==> src/rtl/ss_sort_ctrl_if.sv <==
// ss_sort_ctrl_if
//   Bundles everything ss_sort_ctrl exchanges with its neighbours except clock
//   and reset.
//   - Control side (top-level sort FSM): i_start, i_si, i_ei in; o_busy, o_done out.
//   - Read-data unit side: o_start_read_data, o_en_read_data, o_si_ram, o_ei_ram
//     out; i_data_ram, i_data_valid, i_done_read_data in.
//   - RAM write port: o_wr_en, o_wr_addr, o_wr_data out.
//   Modports:
//   - master: the sequencer's view.
//   - slave: the environment's view (sort FSM, read unit and RAM).
interface ss_sort_ctrl_if #(
  parameter int SIZE_ADDR = 6,
  parameter int SIZE_DATA = 8
);
  logic                 i_start;
  logic [SIZE_ADDR-1:0] i_si;
  logic [SIZE_ADDR-1:0] i_ei;
  logic                 o_busy;
  logic                 o_done;
  logic                 o_start_read_data;
  logic                 o_en_read_data;
  logic [SIZE_ADDR-1:0] o_si_ram;
  logic [SIZE_ADDR-1:0] o_ei_ram;
  logic [SIZE_DATA-1:0] i_data_ram;
  logic                 i_data_valid;
  logic                 i_done_read_data;
  logic                 o_wr_en;
  logic [SIZE_ADDR-1:0] o_wr_addr;
  logic [SIZE_DATA-1:0] o_wr_data;

  modport master (
    input  i_start, i_si, i_ei, i_data_ram, i_data_valid, i_done_read_data,
    output o_busy, o_done, o_start_read_data, o_en_read_data, o_si_ram,
           o_ei_ram, o_wr_en, o_wr_addr, o_wr_data
  );

  modport slave (
    output i_start, i_si, i_ei, i_data_ram, i_data_valid, i_done_read_data,
    input  o_busy, o_done, o_start_read_data, o_en_read_data, o_si_ram,
           o_ei_ram, o_wr_en, o_wr_addr, o_wr_data
  );
endinterface

==> src/rtl/ss_sort_ctrl.sv <==
// ss_sort_ctrl
//   Selection-sort sequencer for the RAM window [i_si, i_ei].
//   - Each position cur_i gets one scan pass through the read-data unit, which
//     streams words cur_i..ei back.
//   - The running minimum of that stream is tracked. Ties keep the first
//     occurrence.
//   - When the minimum is not already at cur_i, two RAM writes swap it into place.
//   Ports:
//   - i_clk, i_rst: clock, synchronous active-high reset.
//   - bus (ss_sort_ctrl_if.master): start/range/busy/done towards the sort FSM,
//     the pass request and data stream of the read unit, and the RAM write port.
//   Outputs are decoded from the state and registers only, so a reset takes
//   every output to 0 on the following cycle.
module ss_sort_ctrl #(
  parameter int SIZE_ADDR = 6,
  parameter int SIZE_DATA = 8
) (
  input  logic            i_clk,
  input  logic            i_rst,
  ss_sort_ctrl_if.master  bus
);
  localparam int CW = SIZE_ADDR + 1;

  localparam logic [2:0] S_IDLE   = 3'd0;
  localparam logic [2:0] S_LAUNCH = 3'd1;
  localparam logic [2:0] S_SCAN   = 3'd2;
  localparam logic [2:0] S_WR_LO  = 3'd3;
  localparam logic [2:0] S_WR_HI  = 3'd4;
  localparam logic [2:0] S_NEXT   = 3'd5;
  localparam logic [2:0] S_DONE   = 3'd6;

  logic [2:0]           state_q,     state_d;
  logic [SIZE_ADDR-1:0] ei_q,        ei_d;
  logic [SIZE_ADDR-1:0] cur_i_q,     cur_i_d;
  logic [CW-1:0]        scan_addr_q, scan_addr_d;
  logic [SIZE_DATA-1:0] first_val_q, first_val_d;
  logic [SIZE_DATA-1:0] min_val_q,   min_val_d;
  logic [CW-1:0]        min_addr_q,  min_addr_d;
  logic [CW-1:0]        rx_cnt_q,    rx_cnt_d;
  logic                 done_seen_q, done_seen_d;

  // Words expected in the current pass. This is evaluated one bit wider, so a
  // window covering the whole address space still counts correctly.
  logic [CW-1:0] exp_cnt;
  assign exp_cnt = {1'b0, ei_q} - {1'b0, cur_i_q} + CW'(1);

  always_comb begin
    state_d     = state_q;
    ei_d        = ei_q;
    cur_i_d     = cur_i_q;
    scan_addr_d = scan_addr_q;
    first_val_d = first_val_q;
    min_val_d   = min_val_q;
    min_addr_d  = min_addr_q;
    rx_cnt_d    = rx_cnt_q;
    done_seen_d = done_seen_q;
    case (state_q)
      S_IDLE: begin
        if (bus.i_start) begin
          if (bus.i_si < bus.i_ei) begin
            ei_d    = bus.i_ei;
            cur_i_d = bus.i_si;
            state_d = S_LAUNCH;
          end else begin
            state_d = S_DONE;
          end
        end
      end
      S_LAUNCH: begin
        rx_cnt_d    = '0;
        done_seen_d = 1'b0;
        scan_addr_d = {1'b0, cur_i_q};
        state_d     = S_SCAN;
      end
      S_SCAN: begin
        if (bus.i_done_read_data) begin
          done_seen_d = 1'b1;
        end
        // Valids beyond the expected count are dropped.
        if (bus.i_data_valid && (rx_cnt_q < exp_cnt)) begin
          if (rx_cnt_q == '0) begin
            first_val_d = bus.i_data_ram;
            min_val_d   = bus.i_data_ram;
            min_addr_d  = scan_addr_q;
          end else if (bus.i_data_ram < min_val_q) begin
            min_val_d  = bus.i_data_ram;
            min_addr_d = scan_addr_q;
          end
          scan_addr_d = scan_addr_q + CW'(1);
          rx_cnt_d    = rx_cnt_q + CW'(1);
        end
        // The decision is made on registered values, so the last word and the
        // done flag may arrive in either order.
        if ((rx_cnt_q == exp_cnt) && done_seen_q) begin
          state_d = (min_addr_q == {1'b0, cur_i_q}) ? S_NEXT : S_WR_LO;
        end
      end
      S_WR_LO: state_d = S_WR_HI;
      S_WR_HI: state_d = S_NEXT;
      S_NEXT: begin
        cur_i_d = cur_i_q + SIZE_ADDR'(1);
        // The last position needs no pass of its own.
        if (({1'b0, cur_i_q} + CW'(1)) == {1'b0, ei_q}) begin
          state_d = S_DONE;
        end else begin
          state_d = S_LAUNCH;
        end
      end
      S_DONE:  state_d = S_IDLE;
      default: state_d = S_IDLE;
    endcase
  end

  always_ff @(posedge i_clk) begin
    if (i_rst) begin
      state_q     <= S_IDLE;
      ei_q        <= '0;
      cur_i_q     <= '0;
      scan_addr_q <= '0;
      first_val_q <= '0;
      min_val_q   <= '0;
      min_addr_q  <= '0;
      rx_cnt_q    <= '0;
      done_seen_q <= 1'b0;
    end else begin
      state_q     <= state_d;
      ei_q        <= ei_d;
      cur_i_q     <= cur_i_d;
      scan_addr_q <= scan_addr_d;
      first_val_q <= first_val_d;
      min_val_q   <= min_val_d;
      min_addr_q  <= min_addr_d;
      rx_cnt_q    <= rx_cnt_d;
      done_seen_q <= done_seen_d;
    end
  end

  logic busy;
  logic in_pass;
  assign busy    = (state_q != S_IDLE);
  assign in_pass = (state_q == S_LAUNCH) || (state_q == S_SCAN);

  assign bus.o_busy            = busy;
  assign bus.o_done            = (state_q == S_DONE);
  assign bus.o_start_read_data = in_pass;
  assign bus.o_en_read_data    = in_pass;
  assign bus.o_si_ram          = busy ? cur_i_q : '0;
  assign bus.o_ei_ram          = busy ? ei_q : '0;
  assign bus.o_wr_en           = (state_q == S_WR_LO) || (state_q == S_WR_HI);
  assign bus.o_wr_addr         = (state_q == S_WR_LO) ? cur_i_q :
                                 (state_q == S_WR_HI) ? min_addr_q[SIZE_ADDR-1:0] : '0;
  assign bus.o_wr_data         = (state_q == S_WR_LO) ? min_val_q :
                                 (state_q == S_WR_HI) ? first_val_q : '0;
endmodule

==> src/flat_wrapper.sv <==
// flat-port wrapper written by rule: the top's interface ports become plain ports
module ss_sort_ctrl_flat 
#(
  parameter int SIZE_ADDR = 6,
  parameter int SIZE_DATA = 8
)
  (i_clk, i_rst, bus_i_start, bus_i_si, bus_i_ei, bus_i_data_ram, bus_i_data_valid, bus_i_done_read_data, bus_o_busy, bus_o_done, bus_o_start_read_data, bus_o_en_read_data, bus_o_si_ram, bus_o_ei_ram, bus_o_wr_en, bus_o_wr_addr, bus_o_wr_data);
  ss_sort_ctrl_if #(.SIZE_ADDR(SIZE_ADDR), .SIZE_DATA(SIZE_DATA)) bus_i ();
  input  logic i_clk;
  input  logic i_rst;
  input wire logic [$bits(bus_i.i_start)-1:0] bus_i_start;
  input wire logic [$bits(bus_i.i_si)-1:0] bus_i_si;
  input wire logic [$bits(bus_i.i_ei)-1:0] bus_i_ei;
  input wire logic [$bits(bus_i.i_data_ram)-1:0] bus_i_data_ram;
  input wire logic [$bits(bus_i.i_data_valid)-1:0] bus_i_data_valid;
  input wire logic [$bits(bus_i.i_done_read_data)-1:0] bus_i_done_read_data;
  output wire logic [$bits(bus_i.o_busy)-1:0] bus_o_busy;
  output wire logic [$bits(bus_i.o_done)-1:0] bus_o_done;
  output wire logic [$bits(bus_i.o_start_read_data)-1:0] bus_o_start_read_data;
  output wire logic [$bits(bus_i.o_en_read_data)-1:0] bus_o_en_read_data;
  output wire logic [$bits(bus_i.o_si_ram)-1:0] bus_o_si_ram;
  output wire logic [$bits(bus_i.o_ei_ram)-1:0] bus_o_ei_ram;
  output wire logic [$bits(bus_i.o_wr_en)-1:0] bus_o_wr_en;
  output wire logic [$bits(bus_i.o_wr_addr)-1:0] bus_o_wr_addr;
  output wire logic [$bits(bus_i.o_wr_data)-1:0] bus_o_wr_data;
  assign bus_i.i_start = bus_i_start;
  assign bus_i.i_si = bus_i_si;
  assign bus_i.i_ei = bus_i_ei;
  assign bus_i.i_data_ram = bus_i_data_ram;
  assign bus_i.i_data_valid = bus_i_data_valid;
  assign bus_i.i_done_read_data = bus_i_done_read_data;
  assign bus_o_busy = bus_i.o_busy;
  assign bus_o_done = bus_i.o_done;
  assign bus_o_start_read_data = bus_i.o_start_read_data;
  assign bus_o_en_read_data = bus_i.o_en_read_data;
  assign bus_o_si_ram = bus_i.o_si_ram;
  assign bus_o_ei_ram = bus_i.o_ei_ram;
  assign bus_o_wr_en = bus_i.o_wr_en;
  assign bus_o_wr_addr = bus_i.o_wr_addr;
  assign bus_o_wr_data = bus_i.o_wr_data;
  ss_sort_ctrl #(.SIZE_ADDR(SIZE_ADDR), .SIZE_DATA(SIZE_DATA)) u_core (.i_clk(i_clk), .i_rst(i_rst), .bus(bus_i));
endmodule
==> config.mk <==
export PLATFORM = sky130hd
export DESIGN_NAME = ss_sort_ctrl_flat
export DESIGN_NICKNAME = d
export VERILOG_FILES = /design/src/rtl/ss_sort_ctrl_if.sv /design/src/rtl/ss_sort_ctrl.sv /design/src/flat_wrapper.sv
export SDC_FILE = /design/constraint.sdc
export NUM_CORES = 1
export LEC_CHECK = 0
export ABC_AREA = 1
export CAP_MARGIN = 25
export CORE_MARGIN = 3
export CORE_UTILIZATION = 55
export CTS_CLUSTER_DIAMETER = 60
export DETAILED_ROUTE_END_ITERATION = 6
export PLACE_DENSITY = 0.81
export SLEW_MARGIN = 10
export SYNTH_ARGS = -nofsm -noshare
export SYNTH_HDL_FRONTEND = slang
export SYNTH_SLANG_ARGS = --single-unit
==> constraint.sdc <==
create_clock -name i_clk -period 4.1 [get_ports i_clk]
set_input_delay 0.41 -clock i_clk [delete_from_list [all_inputs] [get_ports i_clk]]
set_output_delay 0.41 -clock i_clk [all_outputs]
set_load 0.1 [all_outputs]
**Clock routing**

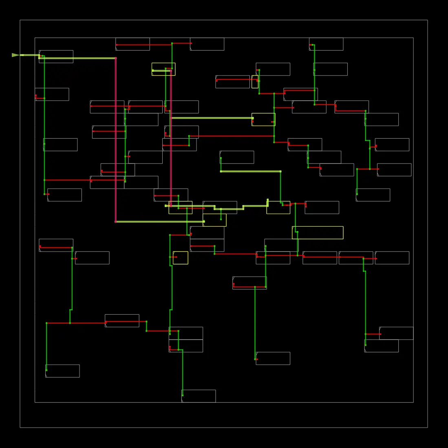
clock network power: 0.369 mW
Max Clock Skew: 0.00564 ns

**Met3 routing**

(4 px per um)
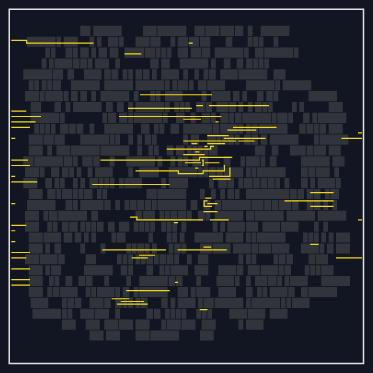
longest straight run: 25.3 um
nets with wire on the layer: 61
M3 GR Usage: 0.0367
Routed WL: 9380 um
Via Count: 3659

==> ci_impl_report.md <==
### Yosys + OpenROAD results

| Metric | Value |
|---|---|
| Clk buf depth | 2 |
| R2r startpoint | u_core.cur_i_q[3] |
| Crit path DRT | 4.34 ns |
| Yosys simple share | 0.297 |
| Final cell count without fillers | 671 |
| Clk Latency, worst-skew pair | 0.31 ns |
| Final WS setup | 0.556 ns |
| Synth Net Count | 609 |
| GRT Resource Usage Total | 0.252 |
| Outcome | completed |
| Power density cells | 724 nW/um2 |
| Slew HR | 0.341 |
| Fraction of area in registers | 0.245 |
| Hold_sp | u_core.first_val_q[6] |
| RSZ-0062 raised after global routing | no |
| Final Slew Violations | 0 |
| Routed length per instance | 14.0 um |
| Post-synth area from yosys stat | 3710 um2 |
| Via density per instance | 5.45 |
| MaxCap Viol Count | 0 |
| Crit Path Class | reg2reg |
| Vias in the first global route | 3353 |
| Crit-path slowest cell | dfxtp_1 |
| Slew @ Worst Pin | 0.986 ns |
| Setup WS pre-CTS | 0.607 ns |
| Met2 Routed Length | 4380 um |
| Dominant Register Cell | dfxtp_1 |
| DRC violations left | 0 |
| Port Buffers | 55 |
| Clk slew on worst S/H paths | 0.10 ns |
| Global route overflow | 0 |
| Tapcell Cnt | 77 |
| Multi-input gate area | 2240 um2 |
| Yosys warning total | 0 |
| Min Hold Slack | 0.462 ns |
| Clock buf count | 6 |
| Setup Fix Bufs, Post-CTS | 0 |
| Slowest stage delay, CP | 0.45 ns |
| Core Area | 6460 um2 |
| Top-area cell share | 0.286 |
| Num CTS Buffers | 5 |
| Top cells by area | dfxtp_1 29%, nand2_1 12%, ha_1 11% |
| CP bufs+invs | 1 |
| Router iterations before antenna repair | 5 |
| Xor/xnor share | 0.0283 |
| Comb_multi_in | 399 |
| M1 WL | 4350 um |
| DP HPWL | 7010 um |
| Mux cell area share | 0 |
| Critical Path Stages | 17 |
| Multi-input combinational area share | 0.517 |
| Mapped Cells | 549 |
| Adder share | 0.120 |
| CP Capture Point | u_core.scan_addr_q[5] |
| Ports | 56 |
| Top cells excl fill/tap | 117 x nand2_1, 73 x inv_1, 59 x nor2_1, 53 x dfxtp_1, 41 x clkdlybuf4s50_1 |
| Largest net degree at the start of global routing | 31 |
| Final hold violation count | 0 |
| Bufs w/o clock | 58 |
| Root Driver | clkbuf_8 |
## state kept, by name (all words and copies together) (netlist names)
name and count:
u_core.first_val_q 8, u_core.min_val_q 8, u_core.min_addr_q 7, u_core.rx_cnt_q 7, u_core.scan_addr_q 7, u_core.cur_i_q 6, u_core.ei_q 6, u_core.state_q 3
u_core.done_seen_q 1
## cells in the mapped netlist (4+ instances only)
cell,number
a21oi_1,40
nand2_1,117
clkbuf_1,8
nand4_1,6
a211oi_1,4
ha_1,34
nor2_2,13
o22ai_1,14
nand3_1,36
inv_1,73
nor2_1,59
nor3_1,4
o21ai_0,31
xor2_1,6
buf_2,6
buf_6,4
xnor2_1,6
dfxtp_1,53
o21ai_1,5
## where the power goes
part / switching, mW / internal [mW]
Sequential: 0.125 / 0.636
Combinational: 1.41 / 0.600
Clock: 0.185 / 0.184
Power and IR drop assume default switching activity.
